## src/rtl/fir_pkg.sv

```systemverilog
// Shared constants for the FIR output path: sample width, FIFO depth and the
// decimation-field width, plus the FIFO fill-level width helper.
package fir_pkg;

   localparam int FIR_DW         = 16;
   localparam int FIR_FIFO_DEPTH = 8;
   localparam int FIR_DECIM_W    = 4;

   // One extra bit so that a completely full FIFO (level == DEPTH) can be represented.
   function automatic int level_w(input int depth);
      return $clog2(depth) + 1;
   endfunction

endpackage

```

## src/rtl/tqvp_vibhee_sync_fifo.sv

```systemverilog
// Generic single-clock DW x DEPTH FIFO. Full/empty come from the level count;
// the pointers wrap naturally at DEPTH.
module tqvp_vibhee_sync_fifo
   import fir_pkg::*;
#(
   parameter int DW    = FIR_DW,
   parameter int DEPTH = FIR_FIFO_DEPTH
) (
   input  logic                        clk,
   input  logic                        rst,
   input  logic                        wr_en,
   input  logic [DW-1:0]               wr_data,
   input  logic                        rd_en,
   output logic [DW-1:0]               rd_data,
   output logic [level_w(DEPTH)-1:0]   level,
   output logic                        full,
   output logic                        empty
);

   localparam int AW = $clog2(DEPTH);
   localparam int LW = level_w(DEPTH);

   logic [DW-1:0] mem_q [DEPTH];
   logic [DW-1:0] mem_d [DEPTH];
   logic [AW-1:0] wr_ptr_q, wr_ptr_d;
   logic [AW-1:0] rd_ptr_q, rd_ptr_d;
   logic [LW-1:0] level_q, level_d;
   logic          wr_ok;
   logic          rd_ok;

   assign full  = (level_q == LW'(DEPTH));
   assign empty = (level_q == '0);

   // A write into a full FIFO is only legal when the head leaves in the same cycle.
   assign rd_ok = rd_en && !empty;
   assign wr_ok = wr_en && (!full || rd_ok);

   always_comb begin
      mem_d    = mem_q;
      wr_ptr_d = wr_ptr_q;
      rd_ptr_d = rd_ptr_q;
      level_d  = level_q;
      if (wr_ok) begin
         mem_d[wr_ptr_q] = wr_data;
         wr_ptr_d        = wr_ptr_q + 1'b1;
      end
      if (rd_ok) begin
         rd_ptr_d = rd_ptr_q + 1'b1;
      end
      case ({wr_ok, rd_ok})
         2'b10:   level_d = level_q + LW'(1);
         2'b01:   level_d = level_q - LW'(1);
         default: level_d = level_q;
      endcase
   end

   always_ff @(posedge clk or posedge rst) begin
      if (rst) begin
         for (int i = 0; i < DEPTH; i++) begin
            mem_q[i] <= '0;
         end
         wr_ptr_q <= '0;
         rd_ptr_q <= '0;
         level_q  <= '0;
      end else begin
         mem_q    <= mem_d;
         wr_ptr_q <= wr_ptr_d;
         rd_ptr_q <= rd_ptr_d;
         level_q  <= level_d;
      end
   end

   assign rd_data = mem_q[rd_ptr_q];
   assign level   = level_q;

endmodule

```

## src/rtl/tqvp_vibhee_fir_out_fifo.sv

```systemverilog
// FIR output stage: keeps 1 of every (decim+1) results, buffers them in a small
// FIFO for the readout logic and flags kept samples lost to a full FIFO.
module tqvp_vibhee_fir_out_fifo
   import fir_pkg::*;
#(
   parameter int DEPTH = FIR_FIFO_DEPTH,
   parameter int DW    = FIR_DW,
   parameter int CW    = FIR_DECIM_W
) (
   input  logic                        clk,
   input  logic                        rst,
   input  logic [DW-1:0]               in_data,
   input  logic                        in_valid,
   input  logic [CW-1:0]               decim,
   input  logic                        clr_ovf,
   output logic [DW-1:0]               out_data,
   output logic                        out_valid,
   input  logic                        out_ready,
   output logic [level_w(DEPTH)-1:0]   level,
   output logic                        overflow
);

   logic [CW-1:0] cnt_q, cnt_d;
   logic          seen_q, seen_d;
   logic          ovf_q, ovf_d;
   logic          keep;
   logic          push;
   logic          pop;
   logic          drop;
   logic          fifo_full;
   logic          fifo_empty;

   // seen_q is clear until the first strobe after reset, which forces that sample
   // to be kept whatever decim is. The >= compare lets a lowered decim take effect
   // on the very next strobe.
   assign keep = in_valid && (!seen_q || (cnt_q >= decim));

   assign out_valid = !fifo_empty;
   assign pop       = out_valid && out_ready;
   assign push      = keep && (!fifo_full || pop);
   assign drop      = keep && fifo_full && !pop;

   always_comb begin
      cnt_d  = cnt_q;
      seen_d = seen_q;
      ovf_d  = ovf_q;
      if (in_valid) begin
         seen_d = 1'b1;
         cnt_d  = keep ? '0 : cnt_q + 1'b1;
      end
      if (drop) begin
         ovf_d = 1'b1;
      end else if (clr_ovf) begin
         ovf_d = 1'b0;
      end
   end

   always_ff @(posedge clk or posedge rst) begin
      if (rst) begin
         cnt_q  <= '0;
         seen_q <= 1'b0;
         ovf_q  <= 1'b0;
      end else begin
         cnt_q  <= cnt_d;
         seen_q <= seen_d;
         ovf_q  <= ovf_d;
      end
   end

   tqvp_vibhee_sync_fifo #(
      .DW    (DW),
      .DEPTH (DEPTH)
   ) u_fifo (
      .clk     (clk),
      .rst     (rst),
      .wr_en   (push),
      .wr_data (in_data),
      .rd_en   (pop),
      .rd_data (out_data),
      .level   (level),
      .full    (fifo_full),
      .empty   (fifo_empty)
   );

   assign overflow = ovf_q;

endmodule
```

## config.mk

```make
export PLATFORM = sky130hd
export DESIGN_NAME = tqvp_vibhee_fir_out_fifo
export DESIGN_NICKNAME = d
export VERILOG_FILES = /design/src/rtl/fir_pkg.sv /design/src/rtl/tqvp_vibhee_sync_fifo.sv /design/src/rtl/tqvp_vibhee_fir_out_fifo.sv
export SDC_FILE = /design/constraint.sdc
export NUM_CORES = 1
export LEC_CHECK = 0
export CAP_MARGIN = 40
export CORE_MARGIN = 3
export CORE_UTILIZATION = 42
export CTS_CLUSTER_DIAMETER = 60
export DETAILED_ROUTE_END_ITERATION = 10
export GPL_TIMING_DRIVEN = 0
export HOLD_SLACK_MARGIN = 0.03
export SKIP_CTS_REPAIR_TIMING = 1
export SYNTH_ARGS = -nofsm -noshare
export SYNTH_HDL_FRONTEND = slang
export SYNTH_SLANG_ARGS = --single-unit
```

## constraint.sdc

```tcl
create_clock -name clk -period 6.1 [get_ports clk]
set_input_delay 0.61 -clock clk [delete_from_list [all_inputs] [get_ports clk]]
set_output_delay 0.61 -clock clk [all_outputs]
set_load 0.01 [all_outputs]
```

placed.png
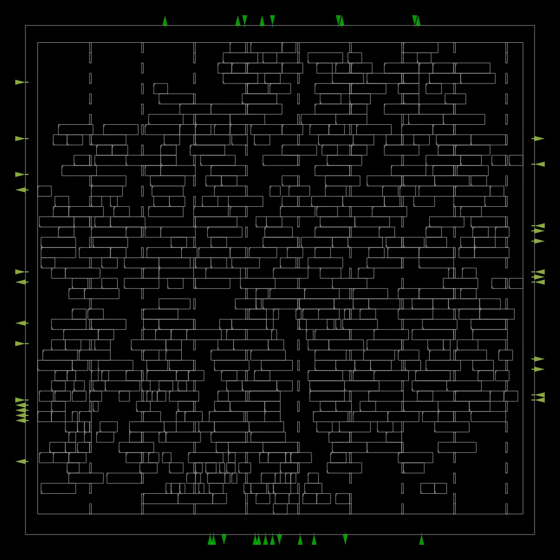
Filler Cell Count: 1340
area of the core: 16100 um2
fraction of area in registers: 42.9%
Core Util, Final: 52.1%

sizing.png
(3 px per um)
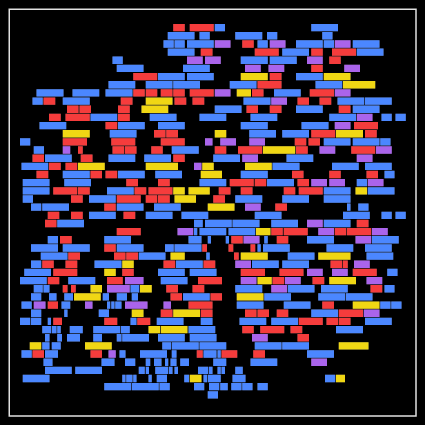
x3 and x4: in purple, cells 51, share 10%, most used mux2_4. x6 and larger: in yellow, cells 42, share 8.3%, most used clkbuf_16. x2: in red, cells 152, share 30%, most used mux2_2. x1 and smaller: in blue, cells 260, share 51%, most used dfrtp_1.

==> run summary <==
Yosys warns: 0
F_max: 282 MHz
Ys flop type: dfrtp_1
Compound Share, Synth: 1.05%
DRC errors left: 0
Crit path max fanout: 10
Least-Margin Pin Slew: 848 ps
Synth Register Bits: 144
Combinational Area: 3110 um2
Worst Clk Skew: 6.97 ps
Worst reg-to-reg setup slack: 3160 ps
Ys cells: 427
I/O Buffers: 45
Initial core utilization: 43.4%
Worst path cell trace: clkbuf_1, clkbuf_1, mux4_2, mux2_2, clkdlybuf4s50_1
Top comb family, area: multiplexers
Worst min-delay path category: flop to flop
Root Buffer: clkbuf_16
Post-synth ARST share: 100%
Slowest stage delay, CP: 680 ps
Starting DRT DRC Count: 124
Status: complete, no violations
Via count: 3835
Layout area overhead: 20.0%
Register area: 3600 um2
Tool warnings: 27
Post-synth area from yosys stat: 7000 um2
Netlist cell types: 40
Final min period: 3550 ps
MaxCap Viol Count: 0
Longest Clk Path Bufs: 2
Inserted Clock Buffers: 17
port_trees.png
(2 px per um)
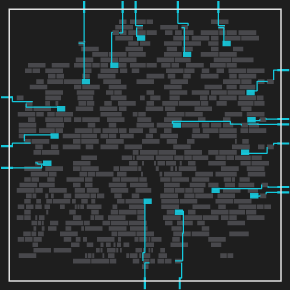
`out_data`: in cyan, bits 16, direction output, edge 6 east, 5 north, 3 west, 2 south, end cells 16, buffers 16, wire 455 um.

pinout.png
(3 px per um) Pins as bars across the die edge, other pins in gray.
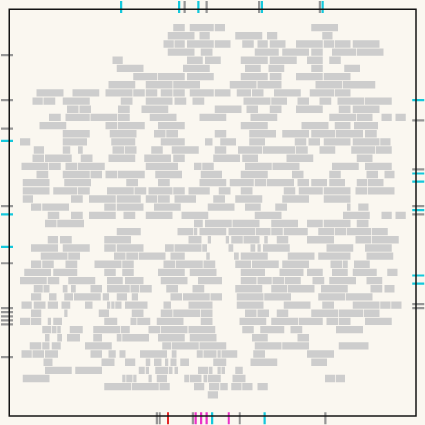
`out_data`: in cyan, pins 16, direction output, edge 6 east, 5 north, 3 west, 2 south. `decim`: in magenta, pins 4, direction input, edge south. `overflow`: in red, pins 1, direction output, edge south.
All pins by edge: 14 west, 12 south, 12 east, 9 north.

-- worst reg2reg max path, cell delays in order, from the launching register on --
cell and delay [ps]:
dfrtp_1 390, inv_1 120, ha_1 240, nor3b_1 240
o2111ai_2 280, buf_6 240, nand3_1 180, ha_1 290
xor2_1 100, ha_1 190, a21oi_1 170, xor2_1 170
nor2_1 60, xor2_1 140
-- cells in the mapped netlist, types with 2 or more instances --
master    number  area, um2
dfrtp_1      144       3600
mux2_2       105       1180
mux2_4        41        616
mux4_2        32        721
buf_6         11        124
ha_1          10        125
inv_1          8       30.0
nand2_1        7       26.3
clkbuf_1       6       22.5
xor2_1         6       52.6
xnor2_1        5       43.8
and3_1         4       25.0
buf_2          4       20.0
a21oi_1        3       15.0
buf_12         3       60.1
buf_4          3       22.5
nor2_1         3       11.3
o21ai_0        3       15.0
and4b_1        2       20.0
and4bb_2       2       25.0
nand3b_1       2       15.0
nand4_1        2       12.5
nand4_4        2       42.5
nor3b_1        2       15.0
o22ai_1        2       12.5
-- where the power goes --
group	internal [mW]	switching (mW)	leakage (nW)
combinational	1.06	0.666	1.60
clock	0.723	0.395	0.307
sequential	1.33	0.209	1.85
-- worst paths after layout --
| kind | startpoint | endpoint | cells after the start |
|---|---|---|---|
| worst min-delay path | seen_q | seen_q | 1 |
| worst max register to register | cnt_q[0] | u_fifo.level[2] | 13 |
| worst min register to register | seen_q | seen_q | 1 |
| max in group asynchronous | rst | u_fifo.mem_q[123] | 3 |
| min in group asynchronous | rst | u_fifo.mem_q[48] | 2 |
| worst max-delay path | u_fifo.rd_ptr_q[1] | out_data[2] | 5 |
-- per-layer routing --
layer	vias to the layer above	part of all wire (%)	global-route usage (%)
met5	-	0	0
met3	15	3.3	4.32
li1	1719	-	-
met2	69	47	26.4
met4	0	1.2	5.66
met1	2032	48	25.1
-- through the flow --
| step | std cells | total power [mW] | area [um2] | setup WS [ps] |
|---|---|---|---|---|
| after detailed placement | 690 | 3.30 | 7760 | 2440 |
| final | 721 | 4.38 | 8400 | 2550 |
| after global placement | 688 | 3.23 | 7720 | -247 |
| after CTS | 721 | 4.44 | 8400 | 2490 |
| after floorplan | 427 | 2.73 | 7000 | 1620 |
| after global routing | 721 | 4.64 | 8400 | 2420 |
-- registers in the layout, summed over array words and instances (netlist names) --
signal,flops
u_fifo.rd_ptr_q,3
u_fifo.wr_ptr_q,3
u_fifo.mem_q,128
cnt_q,4
seen_q,1
overflow,1
u_fifo.level,4
-- cells by family after synthesis --
family / Yosys count
AND-OR/OR-AND: 11
XOR/XNOR: 11
adder cells (fa/ha/maj): 10
buffers and inverters: 37
flip-flops: 144
multiplexers: 179
AND/OR/NAND/NOR: 35
-- final cells by class --
| type | instances | area share [%] |
|---|---|---|
| Buffer | 29 | 3.07 |
| Clock buffer | 21 | 5.72 |
| Clock inverter | 10 | 1.88 |
| Inverter | 8 | 0.417 |
| Multi-Input combinational cell | 246 | 37.0 |
| Sequential cell | 144 | 42.9 |
| Tap cell | 216 | 3.22 |
| Timing Repair Buffer | 47 | 5.82 |
No activity file was given, so power comes from the tool's default toggle rates.
